Fig. 1: PDN straps and rails
Bar = 20 um. Pins as bars on the die edge.
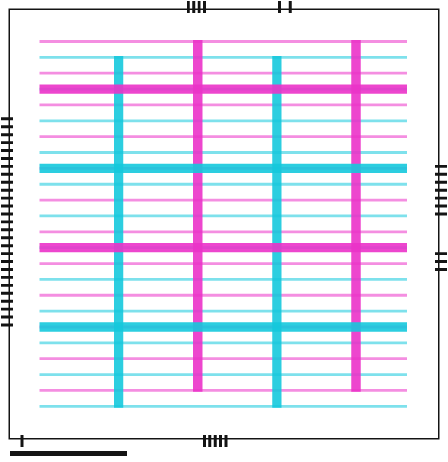
Fig. 2: cells coloured by class
Bar = 20 um.
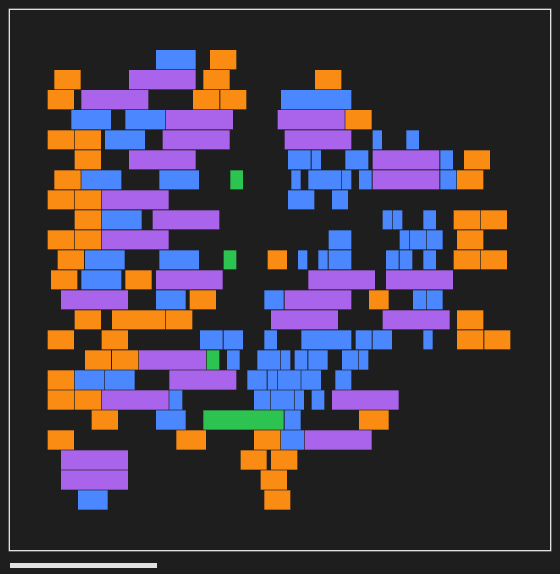
[config.mk]
export PLATFORM = sky130hd
export DESIGN_NAME = instr_fetch_issue
export DESIGN_NICKNAME = d
export VERILOG_FILES = /design/src/rtl/jericalla_pkg.sv /design/src/rtl/pc_reg.sv /design/src/rtl/instr_fetch_issue.sv
export SDC_FILE = /design/constraint.sdc
export NUM_CORES = 1
export LEC_CHECK = 0
export CAP_MARGIN = 30
export CORE_MARGIN = 5
export CORE_UTILIZATION = 32
export CTS_BUF_LIST = sky130_fd_sc_hd__clkbuf_2
export CTS_CLUSTER_SIZE = 10
export DETAILED_ROUTE_END_ITERATION = 16
export GPL_ROUTABILITY_DRIVEN = 0
export GPL_TIMING_DRIVEN = 0
export HOLD_SLACK_MARGIN = 0.12
export PLACE_DENSITY = 0.69
export SYNTH_ARGS = -nofsm -noshare
export SYNTH_HDL_FRONTEND = slang
export SYNTH_HIERARCHICAL = 1
export SYNTH_SLANG_ARGS = --single-unit
[constraint.sdc]
create_clock -name clk -period 5.45 [get_ports clk]
set_clock_uncertainty 0.15 [all_clocks]
set_input_delay 1.09 -clock clk [delete_from_list [all_inputs] [get_ports clk]]
set_output_delay 1.09 -clock clk [all_outputs]
set_load 0.01 [all_outputs]
[src/rtl/jericalla_pkg.sv]
// Shared definitions for the Jericalla front end and control unit:
// opcode values, instruction field positions and the fetch/issue FSM states.
package jericalla_pkg;

    // Opcode encoding (bits [15:13] of every instruction word)
    localparam int         OP_W     = 3;
    localparam logic [2:0] OP_ALU0  = 3'b000;
    localparam logic [2:0] OP_ALU1  = 3'b001;
    localparam logic [2:0] OP_ALU2  = 3'b010;
    localparam logic [2:0] OP_STORE = 3'b011;
    localparam logic [2:0] OP_LOAD  = 3'b100;
    localparam logic [2:0] OP_HALT  = 3'b111;

    // Instruction word layout; bit 0 is reserved
    localparam int INSTR_W = 16;
    localparam int OP_LSB  = 13;
    localparam int RD_LSB  = 9;
    localparam int RS1_LSB = 5;
    localparam int RS2_LSB = 1;

    typedef enum logic [2:0] {
        ST_IDLE,
        ST_FETCH,
        ST_ISSUE,
        ST_WAIT_MEM,
        ST_HALT
    } state_e;

    // Opcodes that actually execute (ALU and memory ops)
    function automatic logic is_exec_op(input logic [2:0] op);
        return (op == OP_ALU0) || (op == OP_ALU1) || (op == OP_ALU2) ||
               (op == OP_STORE) || (op == OP_LOAD);
    endfunction

    // Opcodes that must wait for the data-RAM access to finish
    function automatic logic is_mem_op(input logic [2:0] op);
        return (op == OP_STORE) || (op == OP_LOAD);
    endfunction

endpackage

[src/rtl/pc_reg.sv]
// Program counter: async clear, synchronous load-zero and increment.
// Increment wraps naturally modulo 2^PC_W.
module pc_reg #(
    parameter int PC_W = 8
) (
    input  logic            clk,
    input  logic            rst,
    input  logic            clr_i,
    input  logic            inc_i,
    output logic [PC_W-1:0] pc_o
);

    localparam logic [PC_W-1:0] PC_ONE = PC_W'(1);

    logic [PC_W-1:0] pc_q;
    logic [PC_W-1:0] pc_d;

    // Next pc: load-zero has priority over increment
    always_comb begin
        pc_d = pc_q;
        if (clr_i) begin
            pc_d = '0;
        end else if (inc_i) begin
            pc_d = pc_q + PC_ONE;
        end
    end

    // PC state register
    always_ff @(posedge clk or posedge rst) begin
        if (rst) begin
            pc_q <= '0;
        end else begin
            pc_q <= pc_d;
        end
    end

    assign pc_o = pc_q;

endmodule

[src/rtl/instr_fetch_issue.sv]
// Jericalla front end: fetches instruction words over a req/ack handshake,
// splits them into opcode and register fields, and issues one instruction
// per issue_valid pulse, stalling memory ops until the data RAM reports done.
module instr_fetch_issue
    import jericalla_pkg::*;
#(
    parameter int PC_W = 8,
    parameter int RA_W = 4
) (
    input  logic            clk,
    input  logic            rst,
    input  logic            start,
    output logic            imem_req,
    output logic [PC_W-1:0] imem_addr,
    input  logic            imem_ack,
    input  logic [15:0]     imem_rdata,
    output logic [2:0]      inst,
    output logic [RA_W-1:0] rd_addr,
    output logic [RA_W-1:0] rs1_addr,
    output logic [RA_W-1:0] rs2_addr,
    output logic            issue_valid,
    input  logic            mem_done,
    output logic            busy,
    output logic            halted,
    output logic            illegal
);

    state_e state_q;
    state_e state_d;

    logic [OP_W-1:0] op_q;
    logic [OP_W-1:0] op_d;
    logic [RA_W-1:0] rd_q;
    logic [RA_W-1:0] rd_d;
    logic [RA_W-1:0] rs1_q;
    logic [RA_W-1:0] rs1_d;
    logic [RA_W-1:0] rs2_q;
    logic [RA_W-1:0] rs2_d;

    logic            capture;
    logic            pc_clr;
    logic            pc_inc;
    logic [PC_W-1:0] pc;
    logic [OP_W-1:0] ack_op;

    // Reserved bit 0 of the instruction word carries no meaning
    logic unused_rsvd;
    assign unused_rsvd = imem_rdata[0];

    assign ack_op = imem_rdata[OP_LSB +: OP_W];

    pc_reg #(
        .PC_W (PC_W)
    ) u_pc_reg (
        .clk   (clk),
        .rst   (rst),
        .clr_i (pc_clr),
        .inc_i (pc_inc),
        .pc_o  (pc)
    );

    // Next-state and output decode. The cycle after every non-HALT capture
    // is spent in ST_ISSUE: legal words issue there, illegal words raise
    // the illegal pulse instead, which also keeps imem_req low for that cycle.
    always_comb begin
        state_d     = state_q;
        capture     = 1'b0;
        pc_clr      = 1'b0;
        pc_inc      = 1'b0;
        imem_req    = 1'b0;
        issue_valid = 1'b0;
        illegal     = 1'b0;
        busy        = 1'b1;
        halted      = 1'b0;
        case (state_q)
            ST_IDLE: begin
                busy = 1'b0;
                if (start) begin
                    pc_clr  = 1'b1;
                    state_d = ST_FETCH;
                end
            end
            ST_FETCH: begin
                imem_req = 1'b1;
                if (imem_ack) begin
                    capture = 1'b1;
                    state_d = (ack_op == OP_HALT) ? ST_HALT : ST_ISSUE;
                end
            end
            ST_ISSUE: begin
                if (!is_exec_op(op_q)) begin
                    illegal = 1'b1;
                    pc_inc  = 1'b1;
                    state_d = ST_FETCH;
                end else begin
                    issue_valid = 1'b1;
                    if (is_mem_op(op_q) && !mem_done) begin
                        state_d = ST_WAIT_MEM;
                    end else begin
                        pc_inc  = 1'b1;
                        state_d = ST_FETCH;
                    end
                end
            end
            ST_WAIT_MEM: begin
                if (mem_done) begin
                    pc_inc  = 1'b1;
                    state_d = ST_FETCH;
                end
            end
            ST_HALT: begin
                busy   = 1'b0;
                halted = 1'b1;
            end
            default: begin
                state_d = ST_IDLE;
            end
        endcase
    end

    // FSM state register
    always_ff @(posedge clk or posedge rst) begin
        if (rst) begin
            state_q <= ST_IDLE;
        end else begin
            state_q <= state_d;
        end
    end

    // Field next values: load on the ack cycle, otherwise hold so the
    // control unit sees stable fields between issues
    always_comb begin
        op_d  = op_q;
        rd_d  = rd_q;
        rs1_d = rs1_q;
        rs2_d = rs2_q;
        if (capture) begin
            op_d  = ack_op;
            rd_d  = imem_rdata[RD_LSB +: RA_W];
            rs1_d = imem_rdata[RS1_LSB +: RA_W];
            rs2_d = imem_rdata[RS2_LSB +: RA_W];
        end
    end

    // Field registers
    always_ff @(posedge clk or posedge rst) begin
        if (rst) begin
            op_q  <= '0;
            rd_q  <= '0;
            rs1_q <= '0;
            rs2_q <= '0;
        end else begin
            op_q  <= op_d;
            rd_q  <= rd_d;
            rs1_q <= rs1_d;
            rs2_q <= rs2_d;
        end
    end

    assign imem_addr = pc;
    assign inst      = op_q;
    assign rd_addr   = rd_q;
    assign rs1_addr  = rs1_q;
    assign rs2_addr  = rs2_q;

endmodule

==> Slide: Implementation Results <==
Physical Implementation Snapshot

Outcome
  – Status: finished, final reports clean

Synthesis
  – Adders+Majority by Area: 0.00973
  – Syn Nets: 124
  – Post-synth EDFFs: 0
  – Synth warn: 6
  – Asr flop ratio synth: 1.00
  – Simple-gate portion of the synthesized area: 0.143
  – Main logic family: multiplexers
  – Primary FF master, synth: dfrtp_1
  – Cells in synth_stat.txt: 102
  – Post-synth regs: 26
  – Most frequent cells after synthesis: dfrtp_1 (26), mux2_4 (10), nor2_1 (6)
  – And-or/or-and share of the synthesized area: 0.0866
  – Largest area contributor in the netlist: dfrtp_1
  – Yosys top cell by instances: dfrtp_1
  – Post-synth seq share: 0.506
  – XOR/XNOR Fraction of Synth Area: 0.0272
  – Chip Area, Yosys: 1290 um2

Power and ir drop
  – Top pwr grp: sequential cells
  – Total Power: 0.000336 W
  – Psw: 0.0000668 W
  – Comb pwr share: 0.059
  – Internal: 0.000269 W
  – Sw Ratio: 0.199
  – Leak Pwr: 0.799 nW
  – Power Density: 180 nW/um2
  – Sequential power: 0.000193 W

Drt
  – Met2 Wirelength: 1220 um
  – Routed WL per cell: 13.8 um
  – Max layer used: met3
  – M1 WL: 1300 um

Clocking
  – Hold-fix buffers, CTS: 0
  – CTS max path bufs: 2
  – Total CTS buffers: 3
  – Insertion Delay late pin: 350 ps
  – Clk slew on worst S/H paths: 250 ps
  – H-tree depth: 1
  – Root buf cell: clkbuf_2
  – CTS tree: built
  – # Post-CTS Setup Buffers: 0
  – Clk sinks: 26

Setup path
  – CP Buf/Inv Count: 1
  – Setup crit end: illegal
  – CP Cell Sequence: nor2b_1, nor3b_1, clkdlybuf4s50_1
  – CP required: 4210 ps
  – Critical path fanouts, max: 5
  – Reg2reg end: u_pc_reg/pc_o[5]
  – Largest delay share family, worst path: buffers and inverters
  – Critical path startpoint category: register

Placement
  – Inst Count DP: 199
  – Buffers on Ports: 47
  – Post-place instance area: 1820 um2

Final layout
  – Non-CTS inverters: 5
  – Final non-clock buffer share: 0.283
  – Antenna cells: 0
  – Comb/total area: 0.300
  – Plain + repair buffers: 52
  – Combinational Gates: 66
  – Final std cells w/o fill: 203
  – Storage cell area: 651 um2
  – Gate Area: 559 um2
  – Total Nets Final: 176

Worst hold path
  – Hold path cells: 1
  – Source of the worst hold timing path: rs1_addr[0]
  – Min-Delay Endpoint: rs1_addr[0]

Flow run
  – Max Cap Viol: 0
  – Tool warnings: 27

GRT
  – GRT overflow: 0
  – Gr usage total: 0.113
  – Met3 GRT Util: 0.0451
  – GR Util met2: 0.175
  – GR Util met1: 0.150

Die
  – Init Core Util: 0.326

Final timing
  – Fmax: 311 MHz
  – Hold_ws: 395 ps
  – Unrepaired setup endpoints after global routing: no
  – Max_slew headroom: 0.541
  – Worst Slack Setup Final: 2230 ps
  – Fin crit share: 0.590
  – Worst Tran Pin Value: 687 ps
About Fig. 1:
legend:
  magenta:
    net: VDD
  cyan:
    net: VSS
met4 straps: 4
met5 straps: 4
met1 rails: 24
rows: 23
signal pins: 49
Worst VDD drop: 92.9 uV
Core Footprint: 3940 um2
Die H: 73.4 um

About Fig. 2:
legend:
  orange:
    class: other buffers and delay cells
    cells: 52
    share_of_their_area: 29%
  purple:
    class: flip-flops
    cells: 26
    share_of_their_area: 36%
  blue:
    class: all other logic
    cells: 71
    share_of_their_area: 32%
  green:
    class: clock drivers and dummy loads
    cells: 4
    share_of_their_area: 2.5%
sequential cell area share: 0.349
fin area: 1860 um2
final core occ: 0.473
Site Rows: 23

Power and IR drop assume default switching activity.
